Figure 1. Cell outlines without signal wires (run 1).
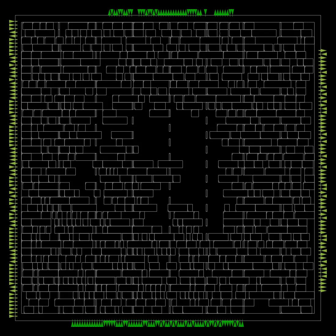
Figure 2. Placed cells, one color a class (run 1).
Drawn at 4 px/um.
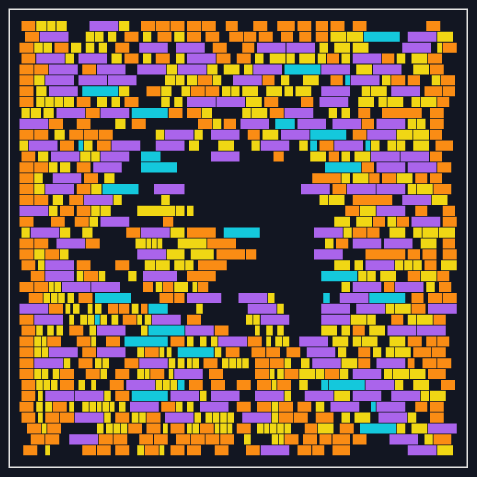
Figure 3. Where the registers sit (run 1).
Drawn at 3 px/um.
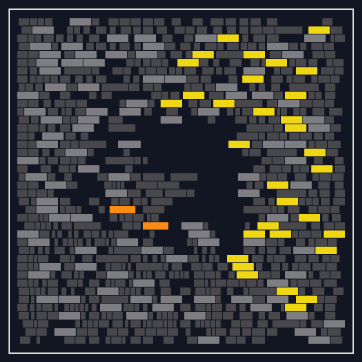
## src/rtl/mem_arbiter_pkg.sv

```systemverilog
// rtl/mem_arbiter_pkg.sv - shared FSM state codes and port IDs for mem_arbiter
// Contents: state_t, ST_IDLE/ST_ACCESS/ST_RESP, PORT_I/PORT_D.
package mem_arbiter_pkg;

   typedef logic [1:0] state_t;

   localparam state_t ST_IDLE   = 2'd0;
   localparam state_t ST_ACCESS = 2'd1;
   localparam state_t ST_RESP   = 2'd2;

   localparam logic PORT_I = 1'b0;
   localparam logic PORT_D = 1'b1;

endpackage

```

## src/rtl/mem_arbiter_if.sv

```systemverilog
// rtl/mem_arbiter_if.sv - requester and RAM-side bus bundle for mem_arbiter
// Ports: I port (i_req/i_addr/i_ack/i_rdata), D port (d_req/d_we/d_addr/d_wdata/d_ack/d_rdata),
//        RAM port (ram_we/ram_addr/ram_wdata/ram_rdata).
// Modports: slave = arbiter view, master = requester + RAM environment view.
interface mem_arbiter_if #(
   parameter int ADDR_W = 32,
   parameter int DATA_W = 32
);
   logic              i_req;
   logic [ADDR_W-1:0] i_addr;
   logic              i_ack;
   logic [DATA_W-1:0] i_rdata;

   logic              d_req;
   logic              d_we;
   logic [ADDR_W-1:0] d_addr;
   logic [DATA_W-1:0] d_wdata;
   logic              d_ack;
   logic [DATA_W-1:0] d_rdata;

   logic              ram_we;
   logic [ADDR_W-1:0] ram_addr;
   logic [DATA_W-1:0] ram_wdata;
   logic [DATA_W-1:0] ram_rdata;

   modport slave (
      input  i_req, i_addr, d_req, d_we, d_addr, d_wdata, ram_rdata,
      output i_ack, i_rdata, d_ack, d_rdata, ram_we, ram_addr, ram_wdata
   );

   modport master (
      output i_req, i_addr, d_req, d_we, d_addr, d_wdata, ram_rdata,
      input  i_ack, i_rdata, d_ack, d_rdata, ram_we, ram_addr, ram_wdata
   );
endinterface

```

## src/rtl/mem_arbiter_rr_arb2.sv

```systemverilog
// rtl/mem_arbiter_rr_arb2.sv - combinational two-way round-robin pick
// Ports: req_i, req_d (requests), last (port granted last), mask_i, mask_d (exclude a port),
//        gnt (0 = I, 1 = D; meaningless when no unmasked request).
module rr_arb2
   import mem_arbiter_pkg::*;
(
   input  logic req_i,
   input  logic req_d,
   input  logic last,
   input  logic mask_i,
   input  logic mask_d,
   output logic gnt
);

   logic elig_i;
   logic elig_d;

   assign elig_i = req_i & ~mask_i;
   assign elig_d = req_d & ~mask_d;

   // On a tie the port that did not win last time takes it.
   always_comb begin
      if (elig_i && elig_d) begin
         gnt = ~last;
      end else if (elig_d) begin
         gnt = PORT_D;
      end else begin
         gnt = PORT_I;
      end
   end

endmodule

```

## src/rtl/mem_arbiter.sv

```systemverilog
// rtl/mem_arbiter.sv - I/D arbiter and sequencer for a single-port synchronous-read RAM
// Ports: clk (also RAM clock), rst_n (sync, active low),
//        bus (mem_arbiter_if.slave: I/D request ports and RAM port).
module mem_arbiter
   import mem_arbiter_pkg::*;
#(
   parameter int ADDR_W = 32,
   parameter int DATA_W = 32
) (
   input  logic          clk,
   input  logic          rst_n,
   mem_arbiter_if.slave  bus
);

   state_t            state_q, state_d;
   logic [ADDR_W-1:0] addr_q, addr_d;
   logic              we_q, we_d;
   logic [DATA_W-1:0] wdata_q, wdata_d;
   logic              gnt_q, gnt_d;
   logic              last_q, last_d;
   logic [DATA_W-1:0] i_rdata_q;
   logic [DATA_W-1:0] d_rdata_q;

   logic mask_i;
   logic mask_d;
   logic arb_gnt;
   logic arb_any;
   logic take;
   logic i_ack;
   logic d_ack;

   // In RESP the port being acked cannot be re-granted; only the other port may
   // start a back-to-back access.
   assign mask_i = (state_q == ST_RESP) && (gnt_q == PORT_I);
   assign mask_d = (state_q == ST_RESP) && (gnt_q == PORT_D);

   rr_arb2 u_rr_arb2 (
      .req_i  (bus.i_req),
      .req_d  (bus.d_req),
      .last   (last_q),
      .mask_i (mask_i),
      .mask_d (mask_d),
      .gnt    (arb_gnt)
   );

   assign arb_any = (bus.i_req & ~mask_i) | (bus.d_req & ~mask_d);

   always_comb begin
      state_d = state_q;
      addr_d  = addr_q;
      we_d    = we_q;
      wdata_d = wdata_q;
      gnt_d   = gnt_q;
      last_d  = last_q;
      take    = 1'b0;

      case (state_q)
         ST_IDLE: begin
            take = arb_any;
         end
         ST_ACCESS: begin
            state_d = ST_RESP;
         end
         ST_RESP: begin
            take = arb_any;
            if (!arb_any) begin
               state_d = ST_IDLE;
            end
         end
         default: begin
            state_d = ST_IDLE;
         end
      endcase

      if (take) begin
         state_d = ST_ACCESS;
         gnt_d   = arb_gnt;
         last_d  = arb_gnt;
         if (arb_gnt == PORT_D) begin
            addr_d  = bus.d_addr;
            we_d    = bus.d_we;
            wdata_d = bus.d_wdata;
         end else begin
            // Instruction fetches are always reads.
            addr_d  = bus.i_addr;
            we_d    = 1'b0;
            wdata_d = '0;
         end
      end
   end

   always_ff @(posedge clk) begin
      if (!rst_n) begin
         state_q   <= ST_IDLE;
         addr_q    <= '0;
         we_q      <= 1'b0;
         wdata_q   <= '0;
         gnt_q     <= PORT_I;
         last_q    <= PORT_D;
         i_rdata_q <= '0;
         d_rdata_q <= '0;
      end else begin
         state_q <= state_d;
         addr_q  <= addr_d;
         we_q    <= we_d;
         wdata_q <= wdata_d;
         gnt_q   <= gnt_d;
         last_q  <= last_d;
         if (i_ack) begin
            i_rdata_q <= bus.ram_rdata;
         end
         if (d_ack) begin
            d_rdata_q <= bus.ram_rdata;
         end
      end
   end

   assign i_ack = (state_q == ST_RESP) && (gnt_q == PORT_I);
   assign d_ack = (state_q == ST_RESP) && (gnt_q == PORT_D);

   assign bus.i_ack   = i_ack;
   assign bus.d_ack   = d_ack;
   assign bus.i_rdata = i_ack ? bus.ram_rdata : i_rdata_q;
   assign bus.d_rdata = d_ack ? bus.ram_rdata : d_rdata_q;

   // rst_n gates the write strobe so a reset landing in ACCESS cannot write.
   assign bus.ram_we    = we_q & (state_q == ST_ACCESS) & rst_n;
   assign bus.ram_addr  = addr_q;
   assign bus.ram_wdata = wdata_q;

endmodule

```

## src/flat_wrapper.sv

```systemverilog
// flat-port wrapper written by rule: the top's interface ports become plain ports
module mem_arbiter_flat import mem_arbiter_pkg::*;
#(
   parameter int ADDR_W = 32,
   parameter int DATA_W = 32
)
  (clk, rst_n, bus_i_req, bus_i_addr, bus_d_req, bus_d_we, bus_d_addr, bus_d_wdata, bus_ram_rdata, bus_i_ack, bus_i_rdata, bus_d_ack, bus_d_rdata, bus_ram_we, bus_ram_addr, bus_ram_wdata);
  mem_arbiter_if #(.ADDR_W(ADDR_W), .DATA_W(DATA_W)) bus_i ();
  input  logic clk;
  input  logic rst_n;
  input wire logic [$bits(bus_i.i_req)-1:0] bus_i_req;
  input wire logic [$bits(bus_i.i_addr)-1:0] bus_i_addr;
  input wire logic [$bits(bus_i.d_req)-1:0] bus_d_req;
  input wire logic [$bits(bus_i.d_we)-1:0] bus_d_we;
  input wire logic [$bits(bus_i.d_addr)-1:0] bus_d_addr;
  input wire logic [$bits(bus_i.d_wdata)-1:0] bus_d_wdata;
  input wire logic [$bits(bus_i.ram_rdata)-1:0] bus_ram_rdata;
  output wire logic [$bits(bus_i.i_ack)-1:0] bus_i_ack;
  output wire logic [$bits(bus_i.i_rdata)-1:0] bus_i_rdata;
  output wire logic [$bits(bus_i.d_ack)-1:0] bus_d_ack;
  output wire logic [$bits(bus_i.d_rdata)-1:0] bus_d_rdata;
  output wire logic [$bits(bus_i.ram_we)-1:0] bus_ram_we;
  output wire logic [$bits(bus_i.ram_addr)-1:0] bus_ram_addr;
  output wire logic [$bits(bus_i.ram_wdata)-1:0] bus_ram_wdata;
  assign bus_i.i_req = bus_i_req;
  assign bus_i.i_addr = bus_i_addr;
  assign bus_i.d_req = bus_d_req;
  assign bus_i.d_we = bus_d_we;
  assign bus_i.d_addr = bus_d_addr;
  assign bus_i.d_wdata = bus_d_wdata;
  assign bus_i.ram_rdata = bus_ram_rdata;
  assign bus_i_ack = bus_i.i_ack;
  assign bus_i_rdata = bus_i.i_rdata;
  assign bus_d_ack = bus_i.d_ack;
  assign bus_d_rdata = bus_i.d_rdata;
  assign bus_ram_we = bus_i.ram_we;
  assign bus_ram_addr = bus_i.ram_addr;
  assign bus_ram_wdata = bus_i.ram_wdata;
  mem_arbiter #(.ADDR_W(ADDR_W), .DATA_W(DATA_W)) u_core (.clk(clk), .rst_n(rst_n), .bus(bus_i));
endmodule
```

## config.mk

```make
export PLATFORM = sky130hd
export DESIGN_NAME = mem_arbiter_flat
export DESIGN_NICKNAME = d
export VERILOG_FILES = /design/src/rtl/mem_arbiter_pkg.sv /design/src/rtl/mem_arbiter_if.sv /design/src/rtl/mem_arbiter_rr_arb2.sv /design/src/rtl/mem_arbiter.sv /design/src/flat_wrapper.sv
export SDC_FILE = /design/constraint.sdc
export NUM_CORES = 1
export LEC_CHECK = 0
export CAP_MARGIN = 0
export CORE_MARGIN = 2
export CORE_UTILIZATION = 43
export DETAILED_ROUTE_END_ITERATION = 10
export PLACE_DENSITY = 0.91
export SLEW_MARGIN = 20
export SYNTH_ARGS = -nofsm -noshare
export SYNTH_HDL_FRONTEND = slang
export SYNTH_SLANG_ARGS = --single-unit
```

## constraint.sdc

```tcl
create_clock -name clk -period 2.4 [get_ports clk]
set_input_delay 0.36 -clock clk [delete_from_list [all_inputs] [get_ports clk]]
set_output_delay 0.36 -clock clk [all_outputs]
set_load 0.005 [all_outputs]
```

==> results.cfg, run 1 <==
; synthesis and place-and-route metrics
[status]
status = completed

[logic_synthesis]
top_logic_kind = simple AND/OR/NAND/NOR gates
syn-num-nets = 649
area_leaders = dfxtp_1, mux2_2, and2_1
yosys.area.top_type = dfxtp_1
ys_sh_mux = 0.138
xor_area_frac = 0
netlist_instances = 516
adder_share = 0
yosys.area_share.aoi = 0.155
top_area_frac = 0.510
ys_cells = 516
avgSynthCellArea_sq_um = 10.1
ys_seq_frac = 0.510
ys_chip_area_sq_um = 5220
yosys_warnings = 0
simple_gate_area_frac = 0.157
numSynthFlops = 133
ys_types = 27
synth_area_sq_um = 5220

[global_route]
grt_util_all_layers = 0.247
gr-total-overflow = 0
antenna_found_initial = 0
grt_max_degree = 133
grt_pass1_wl_um = 25100
grt_pass1_vias = 4976

[sta]
worst_slew_pin_slew_ns = 1.01
finClkSkew_ns = 0.00534
fmax_mhz = 425
setup_tns_ns = 0
hold_viol_final = 0
setup_viol = 0
grt_setup_unrepaired = true
final_max_slew_viol_count = 0
slew_headroom = 0.326
hold_slack_ns = 0.298
period_used_share = 0.980
fin_ws_ns = 0.0475
min_period_ns = 2.35

[routing]
dr.pass1.iters = 5
first_iter_violations = 274
vias = 4832
routed_wl_um = 16200
viasPerCell = 5.15
ant_nets = 0
wire_per_inst_um = 17.3
drc = 0

[power_and_ir_drop]
pwr-share-seq = 0.418
powerDensity_nw_per_um2 = 665
p_sw_frac = 0.233
p_clk_frac = 0.413
power_mw = 5.74
internal_power_mw = 4.40
peakVddDrop_v = 0.000376
combPwrFrac = 0.170
power_switching_mw = 1.34
p_leak_nw = 3.87

[die]
die_y_um = 114
die_area_sq_um = 13000
io_pins = 264
fp_util = 0.438
die_w_um = 114

[placement]
place_inst = 895
dpl-instance-area_sq_um = 7950
gp_congestion = 0.852
hpwl_um = 10900
pre_cts_slack_ns = 0.107
io_buffers = 263

[critical_path]
worstPathMaxFanout = 16
arrival_ns = 1.99
reg2regPathDepth = 7
crit_chain = buf_4 > nand3b_4 > buf_16 > mux2_2 > clkdlybuf4s50_1
critPathCaptureType = primary output
required_ns = 2.04
slowest_stage = clkdlybuf4s50_1
critPathKind = register to primary output
startpoint_type = register
cp_slowest_stage_delay_ns = 0.44

[flow_run]
warnings = 30
cap_violations = 0

[clock_network]
cts_root_buf = clkbuf_16
postCtsSetupBuffers = 4
clk_pin_slew_ns = 0.05
cts_buffers = 17
max-clock-path-buffers = 2
post_cts_resized = 60
htree_levels = 4
cts_hold_buf = 0
cts_tree = built
clk_latency_ns = 0.41
clkSinkCount = 133

[layout]
final_cells = 938
final_cell_mix = clkdlybuf4s50_1, dfxtp_1, and2_1, a21oi_1, mux2_2
fin_nets = 913
area_growth_syn_to_layout_pct = 65.6
drive_gt1_frac = 0.145
num_antenna_cells = 0
layout_top_cell = clkdlybuf4s50_1

[worst_hold_path]
hold_class = input pin to register
min_path_cells = 2
## Picture notes: Figure 1
Fillers: 839
Core Area: 11900 sq um

## Picture notes: Figure 2
all other logic -> yellow  # cells 343, share of their area 28%
clock drivers and dummy loads -> cyan  # cells 30, share of their area 6.3%
flops -> purple  # cells 133, share of their area 32%
other buffers and delay cells -> orange  # cells 285, share of their area 34%
row count: 40
Layout Utilization: 0.725
post-route cell area: 8640 sq um

## Picture notes: Figure 3
u_core.state_q -> orange  # flops 2
u_core.i_rdata_q -> yellow  # flops 32
fraction of area in registers: 0.309
total sequential power: 2.40 mW
Flop area: 2670 sq um

==> run 1: cell type report <==
type / instances / area (sq um) / share of cell area
clock buffers: 25 / 485 / 0.0562
clock inverters: 5 / 50.0 / 0.00579
inverters: 3 / 11.3 / 0.00130
multi-input cells: 340 / 2350 / 0.272
flip-flops and latches: 133 / 2670 / 0.309
well taps: 147 / 184 / 0.0213
repair buffers: 285 / 2890 / 0.334
==> run 1: per-layer routing <==
layer  global-route usage  vias to the layer above  part of all wire
met5                    0                        -                 0
met4                0.120                        0             0.032
met3               0.0847                       47             0.084
met2                0.421                      232              0.50
met1                0.277                     2249              0.39
li1                     -                     2304                 -
==> run 1: worst paths after layout <==
check / from / endpoint / slack, ns
setup / recovery: u_core.state_q[1] / bus_d_rdata[8] / 0.05
hold / removal: rst_n / u_core.state_q[1] / 0.30
setup reg to reg: u_core.state_q[1] / u_core.bus.ram_addr[30] / 0.19
hold reg to reg: u_core.we_q / u_core.we_q / 0.52
==> run 1: power by group through the flow <==
stage	Clock [mW]	Sequential, mW	Combinational (mW)
6_report	2.37	2.40	0.973
5_1_grt	2.52	2.41	1.05
4_1_cts	2.41	2.40	0.974
3_5_place_dp	0	2.44	0.970
3_3_place_gp	0	2.43	0.938
2_1_floorplan	0	2.44	0.380
==> run 1: Yosys cell counts, drive strengths merged <==
master / n
inv: 3
a211o: 1
a311oi: 1
buf: 15
o211a: 1
mux2: 64
a211oi: 1
clkbuf: 25
a21bo: 1
nor3b: 1
o211ai: 1
dfxtp: 133
nand3b: 2
nor2b: 35
a21oi: 65
nor3: 1
a22oi: 33
and2: 66
and3: 1
o21ai: 32
nand2: 34
==> run 1: worst max-delay path: cells and delay by family, from the launching register on <==
family                 cells  cell delay (ns)
buffers and inverters      3             0.75
muxes                      1             0.35
DFF                        1             0.34
and+or+nand+nor            1             0.12
==> run 2, diff against run 1 <==
--- a/config.mk
+++ b/config.mk
@@ -8,6 +8,7 @@
 export CAP_MARGIN = 0
 export CORE_MARGIN = 2
 export CORE_UTILIZATION = 43
+export CTS_CLUSTER_DIAMETER = 50
 export DETAILED_ROUTE_END_ITERATION = 10
 export PLACE_DENSITY = 0.91
 export SLEW_MARGIN = 20
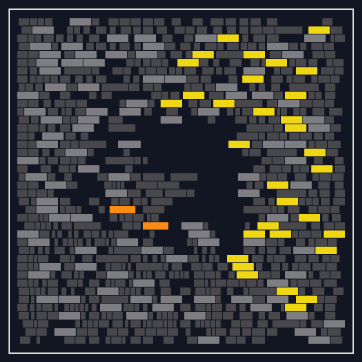
Figure 4: run 2, where the registers sit.
Drawn at 3 px/um.
u_core.state_q -> orange  # flops 2
u_core.i_rdata_q -> yellow  # flops 32

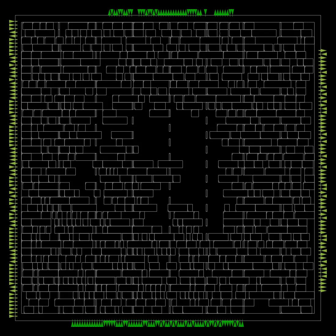
Figure 5: run 2, cell outlines without signal wires.
FF+latch count: 133
# Taps: 147

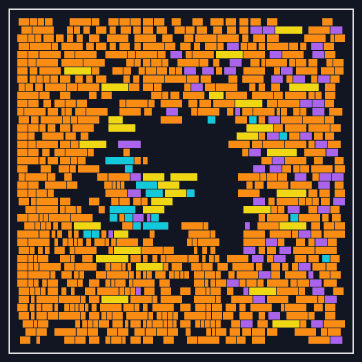
Figure 6: run 2, cells by drive strength.
Drawn at 3 px/um.
drive 6 and up -> yellow  # cells 30
drive 1 or less -> orange  # cells 676
drive 2 -> purple  # cells 67
drive 3 to 4 -> cyan  # cells 18
non-clock buffer count: 285
Area Overhead vs Synth: 65.6%
final worst setup slack: 0.0475 ns

==> results.cfg, run 2 <==
; synthesis and place-and-route metrics
[layout]
layout_top_cell = clkdlybuf4s50_1
num_antenna_cells = 0
fin_nets = 913
fin_util = 0.725

[logic_synthesis]
ys_sh_mux = 0.138
avgSynthCellArea_sq_um = 10.1
synth_dominant_cell_count = dfxtp_1
yosys.area_share.aoi = 0.155
top_cells_by_count = dfxtp_1, and2_1, a21oi_1
top_logic_kind = simple AND/OR/NAND/NOR gates
yosys_most_used_dff = dfxtp_1
ys_seq_frac = 0.510
syn-num-nets = 649
xor_area_frac = 0
ys_types = 27
edf_count = 0
yosys.area.top_type = dfxtp_1
area_leaders = dfxtp_1, mux2_2, and2_1
ys_chip_area_sq_um = 5220

[sta]
grt_setup_unrepaired = true
finClkSkew_ns = 0.00534
final_max_slew_viol_count = 0
hold_viol_final = 0
worst_slew_pin_slew_ns = 1.01
period_used_share = 0.980
fmax_mhz = 425
min_period_ns = 2.35
slew_headroom = 0.326

[critical_path]
required_ns = 2.04
cp_slowest_stage_delay_ns = 0.44
startpoint_type = register
crit_family = buffers and inverters
slowest_stage = clkdlybuf4s50_1
arrival_ns = 1.99
crit_chain = buf_4 > nand3b_4 > buf_16 > mux2_2 > clkdlybuf4s50_1
crit_buf_inv = 3
critPathKind = register to primary output

[die]
coreArea_sq_um = 11900
die_y_um = 114
rows = 40
die_w_um = 114
io_pins = 264

[routing]
first_iter_violations = 274
dr.pass1.iters = 5
vias = 4832
wire_per_inst_um = 17.3
routed_wl_um = 16200
viasPerCell = 5.15

[power_and_ir_drop]
p_leak_nw = 3.87
peakVddDrop_v = 0.000376
power_switching_mw = 1.34
powerDensity_nw_per_um2 = 665
p_sw_frac = 0.233
combPwrFrac = 0.170

[global_route]
antenna_found_initial = 0
grt_util_all_layers = 0.247
grt_pass1_wl_um = 25100
grt_max_degree = 133

[worst_hold_path]
hold_class = input pin to register

[flow_run]
warnings = 30

[clock_network]
clkSinkCount = 133
clk_pin_slew_ns = 0.05
cts_buffers = 17
htree_levels = 4
cts_tree = built

[status]
status = completed

[placement]
hpwl_um = 10900
[run 2: path summary, 6_finish.rpt]
path / start / endpoint / slack [ns] / cells after the start
worst min-delay path: rst_n / u_core.state_q[1] / 0.30 / 2
worst max register to register: u_core.state_q[1] / u_core.bus.ram_addr[30] / 0.19 / 7
worst min register to register: u_core.we_q / u_core.we_q / 0.52 / 2
worst max-delay path: u_core.state_q[1] / bus_d_rdata[8] / 0.05 / 5
[run 2: timing repair]
action                                  CTS  global route
endpoints found under the hold margin     0             0
buffers inserted                          4             6
cloned                                    3             0
gates resized                            60            12
pin swaps                                 1             1
endpoints found under the setup margin   64            30
[run 2: layout make-up]
cell class                      instances  area, sq um  area share
Timing Repair Buffer                  285         2890       0.334
Sequential cell                       133         2670       0.309
Multi-Input combinational cell        340         2350       0.272
Clock buffer                           25          485      0.0562
Tap cell                              147          184      0.0213
Clock inverter                          5         50.0     0.00579
Inverter                                3         11.3     0.00130
[run 2: metal layers]
| metal | up-vias | global-route usage | part of all wire |
|---|---|---|---|
| met5 | - | 0 | 0 |
| met2 | 232 | 0.421 | 0.50 |
| met1 | 2249 | 0.277 | 0.39 |
| met3 | 47 | 0.0847 | 0.084 |
| met4 | 0 | 0.120 | 0.032 |
| li1 | 2304 | - | - |
[run 2: power groups by stage]
stage | Sequential, mW | Clock (mW) | Combinational (mW)
finish | 2.40 | 2.37 | 0.973
global route | 2.41 | 2.52 | 1.05
CTS | 2.40 | 2.41 | 0.974
detailed placement | 2.44 | 0 | 0.970
global placement | 2.43 | 0 | 0.938
floorplan | 2.44 | 0 | 0.380
[run 2: stage by stage]
step	cells	setup slack, ns	TNS (ns)
detailed placement	895	0.107	0
global route	938	-0.00449	-0.00449
CTS	932	-0.00758	-0.00758
finish	938	0.0475	0
floorplan	516	0.712	0
global placement	895	0.236	0
==> run 3, diff against run 2 <==
--- a/config.mk
+++ b/config.mk
@@ -7,10 +7,10 @@
 export LEC_CHECK = 0
 export CAP_MARGIN = 0
 export CORE_MARGIN = 2
-export CORE_UTILIZATION = 43
+export CORE_UTILIZATION = 40
 export CTS_CLUSTER_DIAMETER = 50
 export DETAILED_ROUTE_END_ITERATION = 10
-export PLACE_DENSITY = 0.91
+export PLACE_DENSITY = 0.86
 export SLEW_MARGIN = 20
 export SYNTH_ARGS = -nofsm -noshare
 export SYNTH_HDL_FRONTEND = slang
==> constraint.sdc (replaced) <==
create_clock -name clk -period 2.5 [get_ports clk]
set_input_delay 0.375 -clock clk [delete_from_list [all_inputs] [get_ports clk]]
set_output_delay 0.375 -clock clk [all_outputs]
set_load 0.005 [all_outputs]
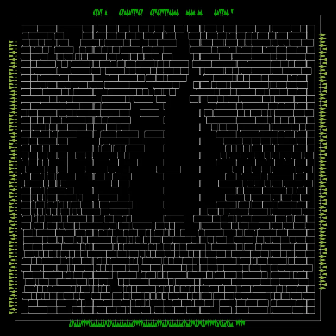
Figure 7: run 3, cell outlines without signal wires.
Non-Filler Instances: 972
Layout Utilization: 0.699
# Taps: 172
Fillers: 900

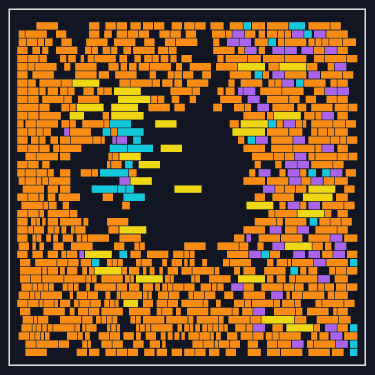
Figure 8: run 3, cells by drive strength.
Drawn at 3 px/um.
drive 6 and up -> yellow  # cells 31
drive 3 to 4 -> cyan  # cells 31
drive 2 -> purple  # cells 61
drive 1 or less -> orange  # cells 677
final worst setup slack: 0.0577 ns
Area Overhead vs Synth: 69.9%
post-route cell area: 8860 sq um

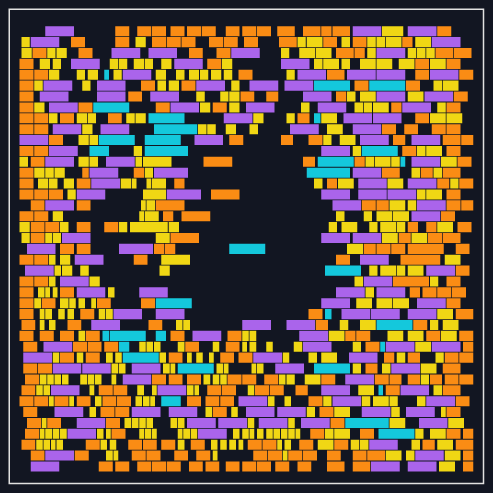
Figure 9: run 3, placed cells, one color a class.
Drawn at 4 px/um.
fraction of area in registers: 0.302
row count: 41
Core Area: 12700 sq um

==> results.cfg, run 3 <==
; synthesis and place-and-route metrics
[status]
status = completed

[worst_hold_path]
hold_path_end = u_core.state_q[1]
min_from = rst_n
hold_class = input pin to register
min_path_cells = 2

[critical_path]
critPathCaptureType = primary output
r2r-end = u_core.bus.ram_addr[2]
crit_buf_inv = 3
slowest_stage = clkdlybuf4s50_1
cp_slowest_stage_delay_ns = 0.45
crit_top_cell = buf_12
crit_chain = nor3_4 > buf_12 > buf_12 > mux2_4 > clkdlybuf4s50_1
required_ns = 2.12
regToRegSetupSlack_ns = 0.39
worstReg2RegStart = u_core.state_q[0]
crit_family = buffers and inverters
critPathKind = register to primary output
arrival_ns = 2.07
startpoint_type = register
reg2regPathDepth = 5
worstPathMaxFanout = 14

[die]
fp_util = 0.412
die_area_sq_um = 14000
die_w_um = 118
io_pins = 264
die_y_um = 118

[sta]
fmax_mhz = 409
finClkSkew_ns = 0.00439
worst_slew_pin_slew_ns = 1.07
grt_setup_unrepaired = true
period_used_share = 0.977
min_period_ns = 2.44
final_max_slew_viol_count = 0
hold_slack_ns = 0.273
setup_viol = 0
slew_headroom = 0.289
setup_tns_ns = 0
hold_viol_final = 0

[layout]
layout_top_cell = clkdlybuf4s50_1
final_cell_mix = clkdlybuf4s50_1, dfxtp_1, and2_1, a21oi_1, mux2_2
fin_nets = 920
drive_gt1_frac = 0.154
num_antenna_cells = 0

[flow_run]
cap_violations = 0
warnings = 29

[clock_network]
cts_buffers = 17
max-clock-path-buffers = 2
cts_tree = built
cts_root_buf = clkbuf_16
htree_levels = 4
clk_pin_slew_ns = 0.05
clkSinkCount = 133
clk_latency_ns = 0.41
cts_hold_buf = 0

[routing]
dr.pass1.iters = 4
vias = 4882
first_iter_violations = 259
ant_nets = 0
drc = 0
wire_per_inst_um = 17.2
viasPerCell = 5.02
routed_wl_um = 16700

[power_and_ir_drop]
power_mw = 5.85
powerDensity_nw_per_um2 = 660
p_leak_nw = 3.97
peakVddDrop_v = 0.000493

[logic_synthesis]
yosys_most_used_dff = dfxtp_1
top_cells_by_count = dfxtp_1, and2_1, a21oi_1
synth_dominant_cell_count = dfxtp_1
numSynthFlops = 133
edf_count = 0
ys_cells = 516
yosys.area.top_type = dfxtp_1
ys_types = 27
area_leaders = dfxtp_1, mux2_2, and2_1
ys_seq_frac = 0.510
synthArstFlopShare = 0
yosys_warnings = 0
netlist_instances = 516
ys_chip_area_sq_um = 5220
avgSynthCellArea_sq_um = 10.1
top_area_frac = 0.510
syn-num-nets = 649
synth_area_sq_um = 5220

[global_route]
gr-total-overflow = 0
grt_max_degree = 133
grt_util_all_layers = 0.221
antenna_found_initial = 0
grt_pass1_vias = 4934
grt_pass1_wl_um = 24800

[placement]
io_buffers = 263
pre_cts_slack_ns = 0.136
place_inst = 918
dpl-instance-area_sq_um = 7970
gp_congestion = 0.777
hpwl_um = 10800
[run 3: what timing repair did]
item,CTS,global route
setup endpoints to repair,64,32
pin swaps,1,1
setup buffers,9,10
resized,28,20
hold endpoints to repair,0,0
cloned,1,2
[run 3: area by class of cell]
type,count,area [sq um],area share
Clock buffer,23,468,0.0528
Timing Repair Buffer,292,2990,0.337
Sequential cell,133,2670,0.302
Clock inverter,9,150,0.0169
Tap cell,172,215,0.0243
Multi-Input combinational cell,340,2360,0.266
Inverter,3,11.3,0.00127
[run 3: cells by family after synthesis]
logic type,synth area share
buffers and inverters,0.0398
AND/OR/NAND/NOR,0.157
flip-flops,0.510
multiplexers,0.138
AND-OR/OR-AND,0.155
[run 3: worst max path at each step]
| stage | depth (start not counted) | to | startpoint | slack (ns) |
|---|---|---|---|---|
| after floorplan | 4 | bus_i_rdata[19] | u_core.state_q[1] | 0.80 |
| after global placement | 6 | u_core.bus.ram_addr[27] | bus_d_req | 0.25 |
| after detailed placement | 6 | u_core.bus.ram_addr[5] | bus_d_req | 0.14 |
| after CTS | 6 | bus_i_rdata[14] | u_core.state_q[1] | 0.008 |
| after global routing | 4 | bus_d_rdata[24] | u_core.state_q[0] | -0.01 |
| final | 5 | bus_i_rdata[11] | u_core.gnt_q | 0.06 |
[run 3: power breakdown]
group          leakage, nW  internal (mW)  switching [mW]  total (mW)
clock                0.297           1.72           0.880        2.60
sequential            1.09           2.24          0.0660        2.30
combinational         2.59          0.572           0.380       0.952
total                 3.97           4.53            1.33        5.85
[run 3: per-layer routing]
metal,global-route usage,vias to the layer above,share of wire
met2,0.374,218,0.50
met3,0.0864,37,0.086
met5,0,-,0
met1,0.247,2309,0.39
li1,-,2318,-
met4,0.0956,0,0.029

==> gallery <==
Signal wires on met3.
Drawn at 2 px/um. Cells faint in the background.
image #1
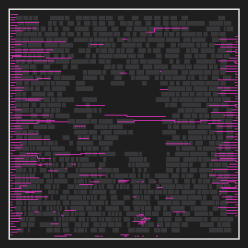
image #2
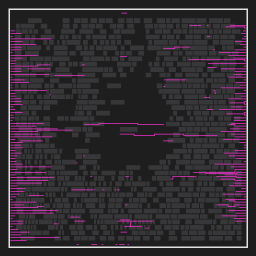
Image #1 comes from run 1.
Image #2 comes from run 3.

Power is estimated from default activity; no workload was simulated.
